File: src/rtl/pdm_mic_rx.sv
// PDM microphone receiver: generates mic_clk, boxcar-decimates one or two PDM channels
// into unsigned ones-count PCM words behind a valid/ready hold register with overrun flag.
module pdm_mic_rx #(
  parameter int CLK_DIV = 32,
  parameter int DECIM   = 64,
  parameter bit STEREO  = 1'b0,
  parameter bit LRSEL   = 1'b0,
  localparam int OUT_W  = $clog2(DECIM + 1)
) (
  input  logic             clk,
  input  logic             reset_n,
  input  logic             en,
  output logic             mic_clk,
  output logic             mic_lrsel,
  input  logic             mic_data,
  output logic [OUT_W-1:0] pcm_l,
  output logic [OUT_W-1:0] pcm_r,
  output logic             out_valid,
  input  logic             out_ready,
  output logic             overrun,
  input  logic             clr_overrun
);

  localparam int DIV_W = $clog2(CLK_DIV);
  localparam int BIT_W = $clog2(DECIM);
  localparam logic [DIV_W-1:0] DIV_LAST = DIV_W'(CLK_DIV - 1);
  localparam logic [DIV_W-1:0] DIV_CH0  = DIV_W'(CLK_DIV / 2 - 1);
  localparam logic [DIV_W-1:0] DIV_HALF = DIV_W'(CLK_DIV / 2);
  localparam logic [BIT_W-1:0] BIT_LAST = BIT_W'(DECIM - 1);

  function automatic logic [OUT_W-1:0] add_bit(input logic [OUT_W-1:0] acc, input logic b);
    return acc + {{(OUT_W-1){1'b0}}, b};
  endfunction

  // run_q is low on the first enabled cycle so div_cnt and mic_clk start aligned at 0 / high.
  logic             run_q;
  logic [DIV_W-1:0] div_cnt_q, div_cnt_d;
  logic             mic_clk_q, mic_clk_d;
  logic [BIT_W-1:0] bit_cnt_q, bit_cnt_d;
  logic [OUT_W-1:0] acc0_q, acc0_d, acc1_q, acc1_d;
  logic [OUT_W-1:0] pcm_l_q, pcm_l_d, pcm_r_q, pcm_r_d;
  logic             valid_q, valid_d, ovr_q, ovr_d;
  logic             ch0_pt, ch1_pt, win_end;

  always_comb begin
    ch0_pt    = en && run_q && (div_cnt_q == DIV_CH0);
    ch1_pt    = en && run_q && (div_cnt_q == DIV_LAST);
    win_end   = ch1_pt && (bit_cnt_q == BIT_LAST);
    div_cnt_d = '0;
    mic_clk_d = 1'b0;
    bit_cnt_d = '0;
    acc0_d    = '0;
    acc1_d    = '0;
    pcm_l_d   = pcm_l_q;
    pcm_r_d   = pcm_r_q;
    if (en) begin
      if (run_q && (div_cnt_q != DIV_LAST)) div_cnt_d = div_cnt_q + 1'b1;
      mic_clk_d = (div_cnt_d < DIV_HALF);
      bit_cnt_d = bit_cnt_q;
      acc0_d    = acc0_q;
      acc1_d    = acc1_q;
      if (ch0_pt) acc0_d = add_bit(acc0_q, mic_data);
      if (ch1_pt) begin
        if (STEREO) acc1_d = add_bit(acc1_q, mic_data);
        bit_cnt_d = bit_cnt_q + 1'b1;
      end
      // The ch1 bit of the final period is folded straight into the output word.
      if (win_end) begin
        pcm_l_d   = acc0_q;
        pcm_r_d   = STEREO ? add_bit(acc1_q, mic_data) : '0;
        acc0_d    = '0;
        acc1_d    = '0;
        bit_cnt_d = '0;
      end
    end
  end

  always_comb begin
    valid_d = valid_q;
    if (valid_q && out_ready) valid_d = 1'b0;
    if (win_end) valid_d = 1'b1;
    ovr_d = ovr_q;
    if (clr_overrun) ovr_d = 1'b0;
    if (win_end && valid_q && !out_ready) ovr_d = 1'b1;
  end

  always_ff @(posedge clk or negedge reset_n) begin
    if (!reset_n) begin
      run_q     <= 1'b0;
      div_cnt_q <= '0;
      mic_clk_q <= 1'b0;
      bit_cnt_q <= '0;
      acc0_q    <= '0;
      acc1_q    <= '0;
      pcm_l_q   <= '0;
      pcm_r_q   <= '0;
      valid_q   <= 1'b0;
      ovr_q     <= 1'b0;
    end else begin
      run_q     <= en;
      div_cnt_q <= div_cnt_d;
      mic_clk_q <= mic_clk_d;
      bit_cnt_q <= bit_cnt_d;
      acc0_q    <= acc0_d;
      acc1_q    <= acc1_d;
      pcm_l_q   <= pcm_l_d;
      pcm_r_q   <= pcm_r_d;
      valid_q   <= valid_d;
      ovr_q     <= ovr_d;
    end
  end

  assign mic_clk   = mic_clk_q;
  assign mic_lrsel = STEREO ? 1'b0 : LRSEL;
  assign pcm_l     = pcm_l_q;
  assign pcm_r     = pcm_r_q;
  assign out_valid = valid_q;
  assign overrun   = ovr_q;

endmodule

File: config.mk
export PLATFORM = sky130hd
export DESIGN_NAME = pdm_mic_rx
export DESIGN_NICKNAME = d
export VERILOG_FILES = /design/src/rtl/pdm_mic_rx.sv
export SDC_FILE = /design/constraint.sdc
export NUM_CORES = 1
export LEC_CHECK = 0
export CAP_MARGIN = 20
export CORE_MARGIN = 2
export CORE_UTILIZATION = 55
export CTS_CLUSTER_DIAMETER = 100
export CTS_CLUSTER_SIZE = 20
export DETAILED_ROUTE_END_ITERATION = 7
export GPL_ROUTABILITY_DRIVEN = 0
export GPL_TIMING_DRIVEN = 0
export PLACE_DENSITY = 0.83
export SLEW_MARGIN = 10
export SYNTH_ARGS = -nofsm -noshare
export SYNTH_HDL_FRONTEND = slang
export SYNTH_SLANG_ARGS = --single-unit
File: constraint.sdc
create_clock -name clk -period 3.22 [get_ports clk]
set_clock_uncertainty 0.1 [all_clocks]
set_input_delay 0.322 -clock clk [delete_from_list [all_inputs] [get_ports clk]]
set_output_delay 0.322 -clock clk [all_outputs]
set_load 0.01 [all_outputs]
==> images/m1.png <==
Scale bar: 20 µm.
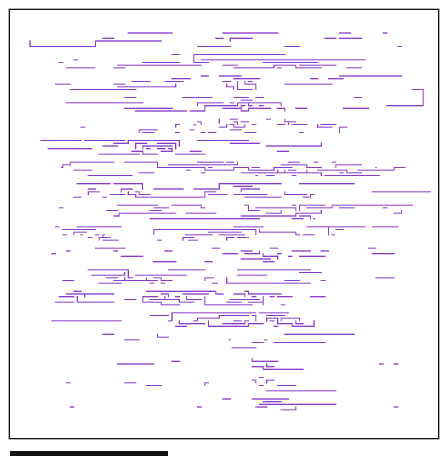
share of all routed wire = 41%
nets with wire on the layer = 145
wire length on this layer = 1,040 µm
longest straight run = 20.7 µm
main direction = horizontal

==> results.cfg <==
; yosys + openroad results
[outcome]
status = complete, no violations

[floorplan]
fp-row-count = 18
die_h_um = 54.1
initial_utilization = 0.567
taps = 30
die_area_um2 = 2920
die_w_um = 54.1
core_um2 = 2430

[cells_and_area]
final_common_cell = dfrtp_1
dominant-cell-class = registers
nClkBuffers = 5
syn2layout_area_growth_pct = 25.0
nNonClkInverters = 4
regArea_um2 = 726
signal_buffers = 25
design_area_um2 = 1720
buffer_area_frac = 0.141
comb_area_share = 0.348
clkCellAreaFrac = 0.0595
comb_cells = 93
sh_seq_area = 0.421
fin_nets = 170
logic_area_um2 = 599
final_core_util = 0.708
fillers = 193
final_cells = 189
seq_cell_count = 29

[sta]
max_freq_mhz = 448
finalHoldViolCount = 0
rsz0062_at_grt = false
tightest_slew_ps = 717
slew_violations = 0
worst_slack_ps = 988
finalHoldWorstSlack_ps = 295
finalCritPeriodShare = 0.693
timing.final.crit_period_ps = 2230
setup_viol = 0

[critical_path]
endpoint = pcm_l[4]
crit_path_start_kind = register
rr_endpoint = pcm_l[4]
worstReg2RegStart = div_cnt_q[0]
ff2ff_setup_slack_ps = 990
crit_buf_inv = 0
path_common_cell = ha_1
slowest_delay_ps = 400
critPathRequiredTime_ps = 3350
cp.arrival_ps = 2360
r2r_cells = 6
cpLargestDelayFamily = simple AND/OR/NAND/NOR gates
cp_max_fo = 8
critical_path.cell_chain = ha_1 -> and3_1 -> ha_1 -> nand3_1 -> nor3_4 -> mux2_2
crit_start = div_cnt_q[0]

[routing]
antenna_left = 0
drc = 0
first_iter_violations = 30
wl_met2_um = 1290
wl_per_cell_um = 13.5
route.met3.wl_um = 155
top_layer_used = met4
wl_met1_um = 1040
dr.pass1.iters = 4

[logic_synthesis]
syn_avg_cell_area_um2 = 10.8
yosysCellCount = 128
simple_gate_area_frac = 0.177
top_area_cell = dfrtp_1
yosys_area_um2 = 1380
synth-xor-area-share = 0.0254
yosysMostFrequentCell = dfrtp_1
ff_type = dfrtp_1
top_area_frac = 0.526
area_leaders = dfrtp_1 53%, mux2_2 5.7%, ha_1 5.4%, a21oi_1 4.4%, buf_4 4.4%
ys.flops = 29
edf_count = 0
ys_sh_adder = 0.0544
async_reset_ff_frac = 1.00
synth_seq_share = 0.526
yosysWarnings = 0
ys_top_logic_family = simple AND/OR/NAND/NOR gates
synthCells = 128
ys_types = 28
synth.cells.most_frequent = 29 x dfrtp_1, 12 x a21oi_1, 11 x nand2_1, 11 x nand3_1
mux_share = 0.0572

[global_route]
antenna_found_initial = 0
grt_remaining_overflow = 0
grt_max_degree = 17
first_global_vias = 1004
grt_use_met1 = 0.253
top_usage_layer = met2
use_met3 = 0.0778

[pwr]
comb_power_share = 0.054
power.switching_mw = 0.162
power_frac_clock = 0.475
ir_worst_vdd_mv = 0.465
p_total_mw = 0.789
power.group.top = the clock network
internal_power_mw = 0.628
leakage_nw = 0.791
pg_comb_mw = 0.0430
clock_power_mw = 0.375
switching_share = 0.205

[min_path]
hold_class = in2async

[clock_tree]
cts.sinks = 29
cts_buffers = 5
root_buffer = clkbuf_4
htreeDepth = 2
post_cts_buffers = 0
cts_tree = built
clk_pin_slew_ps = 110

[placed_design]
portBuffers = 15

[flow_run]
tool_warnings = 27
==> images/m2.png <==
Scale bar: 20 µm. Cells faint in the background.
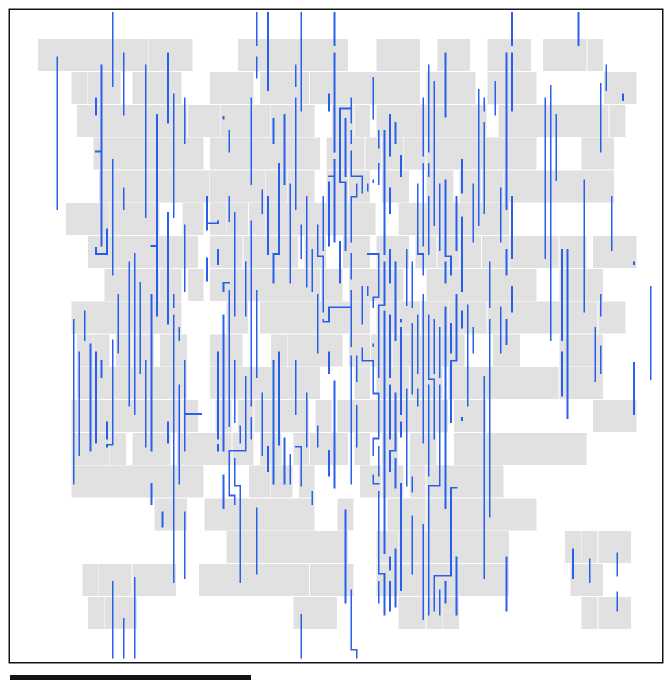
nets with wire on the layer = 148
wire length on this layer = 1,290 µm
main direction = vertical
Vias: 1,052
final wirelength: 2560 µm
met2 usage: 0.343

